### config.mk
export PLATFORM = sky130hd
export DESIGN_NAME = uart_rx_deser
export DESIGN_NICKNAME = d
export VERILOG_FILES = /design/src/rtl/uart_pkg.sv /design/src/rtl/uart_sync2.sv /design/src/rtl/uart_rx_deser.sv
export SDC_FILE = /design/constraint.sdc
export NUM_CORES = 1
export LEC_CHECK = 0
export CAP_MARGIN = 20
export CORE_ASPECT_RATIO = 0.7
export CORE_MARGIN = 2
export CORE_UTILIZATION = 55
export DETAILED_ROUTE_END_ITERATION = 10
export HOLD_SLACK_MARGIN = 0.08
export PLACE_DENSITY = 0.9
export SYNTH_ARGS = -nofsm -noshare
export SYNTH_HDL_FRONTEND = slang
export SYNTH_SLANG_ARGS = --single-unit
export TNS_END_PERCENT = 100
### constraint.sdc
create_clock -name clk_uart -period 4.6 [get_ports clk_uart]
set_clock_uncertainty 0.15 [all_clocks]
set_input_delay 0.92 -clock clk_uart [delete_from_list [all_inputs] [get_ports clk_uart]]
set_output_delay 0.92 -clock clk_uart [all_outputs]
set_load 0.02 [all_outputs]
### src/rtl/uart_pkg.sv
// Shared UART definitions: frame width and FSM state encoding used by RX and TX.
package uart_pkg;

    localparam int unsigned DATA_BITS = 8;

    localparam logic [2:0] IDLE   = 3'b000;
    localparam logic [2:0] START  = 3'b001;
    localparam logic [2:0] DATA   = 3'b010;
    localparam logic [2:0] PARITY = 3'b011;
    localparam logic [2:0] STOP   = 3'b100;

    typedef enum logic [2:0] {
        ST_IDLE   = IDLE,
        ST_START  = START,
        ST_DATA   = DATA,
        ST_PARITY = PARITY,
        ST_STOP   = STOP
    } uart_state_e;

    // XOR of all data bits; an even-parity frame carries this value as its parity bit.
    function automatic logic even_parity(input logic [DATA_BITS-1:0] b);
        return ^b;
    endfunction

endpackage

### src/rtl/uart_sync2.sv
// Two-flop synchronizer for an idle-high asynchronous input; both flops reset to 1.
module uart_sync2 (
    input  logic clk,
    input  logic rst_n,
    input  logic d,
    output logic q
);

    logic meta_q;
    logic sync_q;

    // Capture the async line and retime it through a second flop.
    always_ff @(posedge clk or negedge rst_n) begin
        if (!rst_n) begin
            meta_q <= 1'b1;
            sync_q <= 1'b1;
        end else begin
            meta_q <= d;
            sync_q <= meta_q;
        end
    end

    assign q = sync_q;

endmodule

### src/rtl/uart_rx_deser.sv
// Oversampling UART receiver: 8N1 / 8E1 frames to a valid/ready byte port with error flags.
module uart_rx_deser
    import uart_pkg::*;
#(
    parameter int unsigned OVERSAMPLE = 16,
    parameter bit          PARITY_EN  = 1'b1
) (
    input  logic                 clk_uart,
    input  logic                 rst,
    input  logic                 rx,
    output logic [DATA_BITS-1:0] data_out,
    output logic                 data_valid,
    input  logic                 data_ready,
    output logic                 parity_err,
    output logic                 frame_err,
    output logic                 overrun,
    output logic                 busy
);

    localparam int unsigned CNT_W = (OVERSAMPLE > 1) ? $clog2(OVERSAMPLE) : 1;
    localparam int unsigned IDX_W = $clog2(DATA_BITS);

    localparam logic [CNT_W-1:0] HALF_M1  = CNT_W'(OVERSAMPLE / 2 - 1);
    localparam logic [CNT_W-1:0] FULL_M1  = CNT_W'(OVERSAMPLE - 1);
    localparam logic [IDX_W-1:0] LAST_IDX = IDX_W'(DATA_BITS - 1);

    logic rx_s;

    uart_state_e          state_q, state_d;
    logic [CNT_W-1:0]     cnt_q, cnt_d;
    logic [IDX_W-1:0]     idx_q, idx_d;
    logic [DATA_BITS-1:0] shift_q, shift_d;
    logic                 par_bit_q, par_bit_d;
    logic                 rx_prev_q;
    logic [DATA_BITS-1:0] data_out_q, data_out_d;
    logic                 data_valid_q, data_valid_d;
    logic                 parity_err_q, parity_err_d;
    logic                 frame_err_q, frame_err_d;
    logic                 overrun_q, overrun_d;
    logic                 busy_q, busy_d;
    logic                 complete;

    // Bring the asynchronous serial line into the clk_uart domain.
    uart_sync2 u_sync (
        .clk   (clk_uart),
        .rst_n (rst),
        .d     (rx),
        .q     (rx_s)
    );

    // State and output registers.
    always_ff @(posedge clk_uart or negedge rst) begin
        if (!rst) begin
            state_q      <= ST_IDLE;
            cnt_q        <= '0;
            idx_q        <= '0;
            shift_q      <= '0;
            par_bit_q    <= 1'b0;
            rx_prev_q    <= 1'b1;
            data_out_q   <= '0;
            data_valid_q <= 1'b0;
            parity_err_q <= 1'b0;
            frame_err_q  <= 1'b0;
            overrun_q    <= 1'b0;
            busy_q       <= 1'b0;
        end else begin
            state_q      <= state_d;
            cnt_q        <= cnt_d;
            idx_q        <= idx_d;
            shift_q      <= shift_d;
            par_bit_q    <= par_bit_d;
            rx_prev_q    <= rx_s;
            data_out_q   <= data_out_d;
            data_valid_q <= data_valid_d;
            parity_err_q <= parity_err_d;
            frame_err_q  <= frame_err_d;
            overrun_q    <= overrun_d;
            busy_q       <= busy_d;
        end
    end

    // Frame sequencing, bit-centre sampling and output handshake.
    always_comb begin
        state_d      = state_q;
        cnt_d        = cnt_q + CNT_W'(1);
        idx_d        = idx_q;
        shift_d      = shift_q;
        par_bit_d    = par_bit_q;
        data_out_d   = data_out_q;
        data_valid_d = data_valid_q;
        parity_err_d = parity_err_q;
        frame_err_d  = frame_err_q;
        overrun_d    = 1'b0;
        complete     = 1'b0;

        case (state_q)
            ST_IDLE: begin
                cnt_d = '0;
                // Only a genuine 1->0 transition starts a frame; a stuck-low line does not.
                if (rx_prev_q && !rx_s) begin
                    state_d = ST_START;
                    idx_d   = '0;
                end
            end
            ST_START: begin
                if (cnt_q == HALF_M1) begin
                    cnt_d   = '0;
                    state_d = rx_s ? ST_IDLE : ST_DATA;
                end
            end
            ST_DATA: begin
                if (cnt_q == FULL_M1) begin
                    cnt_d          = '0;
                    shift_d[idx_q] = rx_s;
                    idx_d          = idx_q + IDX_W'(1);
                    if (idx_q == LAST_IDX) begin
                        state_d = PARITY_EN ? ST_PARITY : ST_STOP;
                    end
                end
            end
            ST_PARITY: begin
                if (cnt_q == FULL_M1) begin
                    cnt_d     = '0;
                    par_bit_d = rx_s;
                    state_d   = ST_STOP;
                end
            end
            ST_STOP: begin
                if (cnt_q == FULL_M1) begin
                    cnt_d    = '0;
                    state_d  = ST_IDLE;
                    complete = 1'b1;
                end
            end
            default: begin
                cnt_d   = '0;
                state_d = ST_IDLE;
            end
        endcase

        // A completing frame replaces the held byte only if the slot is free or being accepted.
        if (complete) begin
            if (!data_valid_q || data_ready) begin
                data_out_d   = shift_q;
                parity_err_d = PARITY_EN ? (par_bit_q != even_parity(shift_q)) : 1'b0;
                frame_err_d  = ~rx_s;
                data_valid_d = 1'b1;
            end else begin
                overrun_d = 1'b1;
            end
        end else if (data_valid_q && data_ready) begin
            data_valid_d = 1'b0;
        end

        busy_d = (state_d != ST_IDLE);
    end

    assign data_out   = data_out_q;
    assign data_valid = data_valid_q;
    assign parity_err = parity_err_q;
    assign frame_err  = frame_err_q;
    assign overrun    = overrun_q;
    assign busy       = busy_q;

endmodule

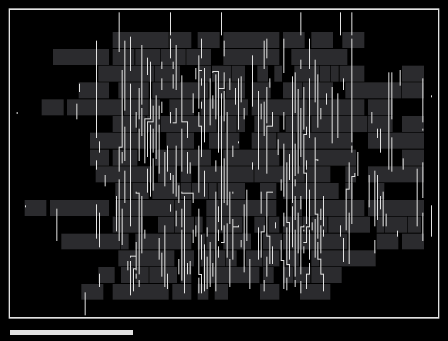
Figure 1: run 1, M2 wires.
The bar under the picture is 20 um long.
main direction: vertical
share of all routed wire: 43%
nets with wire on the layer: 135
wire length on this layer: 1250 um
longest straight run: 23.0 um
final WL: 2900 um
via total after detailed routing: 1079
grt met2 use: 0.261

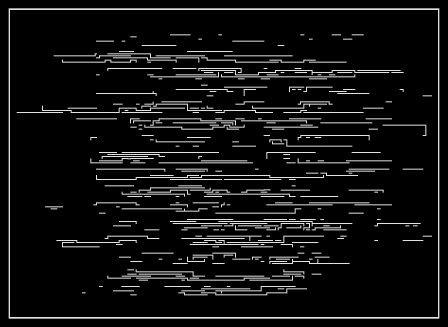
Figure 2: run 1, met1 routing.
main direction: horizontal
nets with wire on the layer: 146
longest straight run: 21.6 um
wire length on this layer: 1450 um
share of all routed wire: 50%
grt met1 use: 0.268

==> results.py, run 1 <==
# Synthesis and PnR figures
metrics = {
    "sta": {
        "slew_violations": 0,
        "rsz0062_at_grt": "no",
        "setup-violations-final": 0,
        "tightest_slew_ns": 0.527,
        "holdWs_ns": 0.214,
        "relSlewSlack": 0.646,
        "max_freq_ghz": 0.425,
        "finalCriticalPeriod_ns": 2.35,
        "finalHoldViolCount": 0,
        "fin_crit_sh": 0.512,
    },
    "power": {
        "p_switching_mw": 0.244,
        "clkPwrFrac": 0.299,
        "powerDensity_nw_per_um2": 421,
        "power_frac_seq": 0.512,
        "maxPowerGroup": "registers",
        "peakVddDrop_mv": 0.229,
        "leakagePower_nw": 0.910,
        "p_sw_frac": 0.302,
        "comb-power_mw": 0.153,
    },
    "grt": {
        "grt_pass1_vias": 1064,
        "grt_usage": 0.193,
        "overflow": 0,
        "grt_max_degree": 36,
        "top_usage_layer": "met1",
    },
    "route": {
        "drt-met1-wl_um": 1450,
        "met3_wirelength_um": 171,
        "dr.pass1.iters": 4,
        "dr_wl_met2_um": 1250,
        "vias_per_cell": 5.68,
        "ant_nets": 0,
    },
    "floorplan": {
        "fp_util": 0.583,
        "ios": 17,
        "die-area_um2": 3450,
        "die_h_um": 49.8,
        "fp.coreArea_um2": 2820,
        "num_rows": 16,
    },
    "finish": {
        "layout_top_cells": "dfrtp_1 (32), clkdlybuf4s50_1 (16), mux2_2 (10)",
        "fillers": 192,
        "n_antenna_cell": 0,
        "lay_top_count": "dfrtp_1",
    },
    "cts": {
        "cts_hold_buf": 0,
        "clk_latency_ns": 0.29,
        "postCtsSetupRepairBufs": 0,
        "root_buffer": "clkbuf_8",
        "cts_resized": 0,
        "clkSinkCount": 35,
        "tritoncts": "built",
        "htree_num_levels": 2,
    },
    "placed_design": {
        "dp_cells": 182,
        "pre_cts_ws_ns": 1.95,
        "gp_congestion": 0.783,
        "port_buffers": 16,
        "place_area_um2": 1820,
    },
    "worst_setup_path": {
        "setup.worst_path.class": "primary input to register",
        "reg2reg_from": "cnt_q[0]$_DFF_PN0_",
        "critPathMaxStageDelay_ns": 0.47,
        "critPathLaunchType": "primary input",
        "reg2reg_to": "data_out[0]$_DFFE_PN0P_",
    },
    "yosys": {
        "synth.distinct_cells": 38,
        "ys_seq_frac": 0.535,
        "synth-xor-area-share": 0.0563,
        "synth-seq-cells": 35,
        "topCombFamilyByArea": "simple AND/OR/NAND/NOR gates",
        "aoi_share": 0.0814,
        "avgSynthCellArea_um2": 12.0,
        "ys_area_um2": 1650,
        "mux_area_frac": 0.116,
        "edf_count": 0,
        "floorplan.nets": 144,
        "ys_sh_adder": 0.0228,
    },
    "hold_path": {
        "hold_class": "register to register",
        "whs_path_depth": 0,
    },
    "job": {
        "warnings": 26,
    },
    "run_status": {
        "status": "complete, no violations",
    },
}
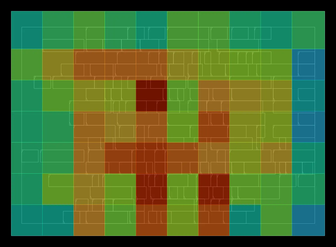
Figure 3: run 1, congestion heat map.
Util after Layout: 0.679
post-DR wirelength/cell: 15.3 um
met3 Track Usage GR: 0.0920

## run 1: final cells by class
| class | count | area, um2 | area share |
|---|---|---|---|
| multi-input cells | 94 | 723 | 0.378 |
| clock buffers | 8 | 100 | 0.0523 |
| flip-flops and latches | 35 | 880 | 0.459 |
| well taps | 36 | 45.0 | 0.0235 |
| repair buffers | 17 | 168 | 0.0875 |
## run 1: worst max-delay path by stage
stage,cells after the start,from,endpoint
after floorplan,4,data_ready,data_out[0]$_DFFE_PN0P_
after global placement,4,data_ready,data_out[4]$_DFFE_PN0P_
after detailed placement,4,data_ready,data_out[0]$_DFFE_PN0P_
after CTS,4,data_ready,data_out[0]$_DFFE_PN0P_
after global routing,4,data_ready,data_out[0]$_DFFE_PN0P_
final,4,data_ready,data_out[0]$_DFFE_PN0P_
==> inputs of run 2 (changes only) <==
CORE_UTILIZATION = 50   (was 55)
PLACE_DENSITY = 0.86   (was 0.9)
clock period = 2.15 ns   (was 4.6 ns; I/O delays follow)
==> run 2 against run 1 <==
First-iteration DRC count rose by 11%. Sequential share of layout area is 0.88 points lower. Clock-buffer cell count unchanged. Critical path depth up 1. Design area increased by 2.0%. Total power increased by 110%. Synthesized cell count unchanged. Largest cell class unchanged.
==> results.py, run 2 <==
# Synthesis and PnR figures
metrics = {
    "run_status": {
        "status": "complete, no violations",
    },
    "sta": {
        "finalCriticalPeriod_ns": 2.11,
        "holdWs_ns": 0.207,
        "relSlewSlack": 0.671,
        "slew_violations": 0,
        "finalHoldViolCount": 0,
        "fin_crit_sh": 0.979,
        "setup_slack_ns": 0.0442,
        "max_freq_ghz": 0.475,
        "tightest_slew_ns": 0.490,
        "rsz0062_at_grt": "yes",
    },
    "finish": {
        "clock_buffers": 8,
        "clock_area_frac": 0.0512,
        "signal_buffers": 21,
        "comb_area_frac": 0.373,
        "layout.area.top_class": "flip-flops and latches",
        "sh_seq_area": 0.450,
        "n_antenna_cell": 0,
        "logic_gate_count": 94,
        "bufAreaShareNonClock": 0.101,
        "layout_top_cells": "dfrtp_1 (32), clkdlybuf4s50_1 (16), mux2_2 (10)",
        "register_area_um2": 880,
        "flops": 35,
        "inverters": 0,
        "post-route-util": 0.620,
        "fillers": 246,
    },
    "floorplan": {
        "num_rows": 17,
        "fp_util": 0.523,
        "die_h_um": 52.0,
        "fp.coreArea_um2": 3150,
        "die-area_um2": 3770,
        "ios": 17,
        "tap_cells": 38,
    },
    "worst_setup_path": {
        "reg2reg_to": "shift_q[6]$_DFFE_PN0P_",
        "setup.worst_path.class": "register to register",
        "endpoint": "shift_q[6]$_DFFE_PN0P_",
        "reg2reg_from": "cnt_q[0]$_DFF_PN0_",
        "critPathMaxStageDelay_ns": 0.40,
        "critPathLaunchType": "register",
        "crit_start": "cnt_q[0]$_DFF_PN0_",
    },
    "yosys": {
        "topCombFamilyByArea": "simple AND/OR/NAND/NOR gates",
        "synth-seq-cells": 35,
        "mux_area_frac": 0.116,
        "yosysWarningCount": 0,
        "ys_seq_frac": 0.535,
        "ys_area_um2": 1650,
        "floorplan.nets": 144,
        "ys_sh_adder": 0.0228,
        "avgSynthCellArea_um2": 12.0,
        "aoi_share": 0.0814,
        "synth-xor-area-share": 0.0563,
        "synth.distinct_cells": 38,
    },
    "cts": {
        "tritoncts": "built",
        "cts_resized": 1,
        "clk_latency_ns": 0.29,
        "clkSinkCount": 35,
        "postCtsSetupRepairBufs": 0,
        "htree_num_levels": 2,
        "cts_hold_buf": 0,
    },
    "route": {
        "vias": 1112,
        "vias_per_cell": 5.67,
        "wl_per_cell_um": 14.6,
        "ant_nets": 0,
        "dr.pass1.iters": 4,
        "wirelength_um": 2860,
        "drt_iter0_markers": 108,
    },
    "grt": {
        "overflow": 0,
        "grt_max_degree": 36,
        "grt_usage": 0.183,
        "grt_pass1_vias": 1126,
    },
    "job": {
        "warnings": 27,
    },
    "power": {
        "p_switching_mw": 0.515,
        "p_sw_frac": 0.297,
        "leakagePower_nw": 0.930,
        "clkPwrFrac": 0.296,
        "power_frac_seq": 0.497,
    },
    "hold_path": {
        "whs_path_depth": 0,
    },
    "placed_design": {
        "pre_cts_ws_ns": 0.00814,
        "port_buffers": 16,
        "dp_cells": 188,
        "place_area_um2": 1850,
    },
}
[run 2: cell counts after synthesis]
Identical to the previous run, type by type.
[run 2: power groups by stage]
stage	registers [mW]	logic (mW)	clock network, mW
after floorplan	0.808	0.341	0
final	0.860	0.359	0.513
after CTS	0.858	0.360	0.524
after global routing	0.878	0.404	0.558
after global placement	0.866	0.343	0
after detailed placement	0.870	0.358	0
[run 2: routing by layer]
metal | share of wire | GRT usage | wire length (um) | up-vias
li1 | - | - | - | 529
met1 | 0.45 | 0.237 | 1300 | 542
met2 | 0.48 | 0.277 | 1360 | 31
met3 | 0.042 | 0.0446 | 120 | 10
met4 | 0.028 | 0.117 | 79 | 0
met5 | 0 | 0 | 0 | -
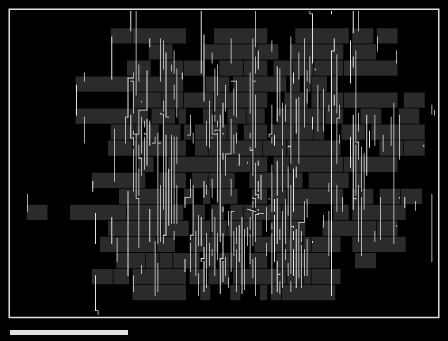
Figure 4: run 2, M2 wires.
The bar under the picture is 20 um long.
wire length on this layer: 1360 um
main direction: vertical

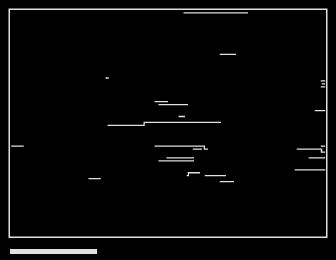
Figure 5: run 2, M3 wires.
The bar under the picture is 20 um long.
longest straight run: 17.5 um
share of all routed wire: 4.2%
main direction: horizontal
nets with wire on the layer: 18

Power and IR drop assume default switching activity.
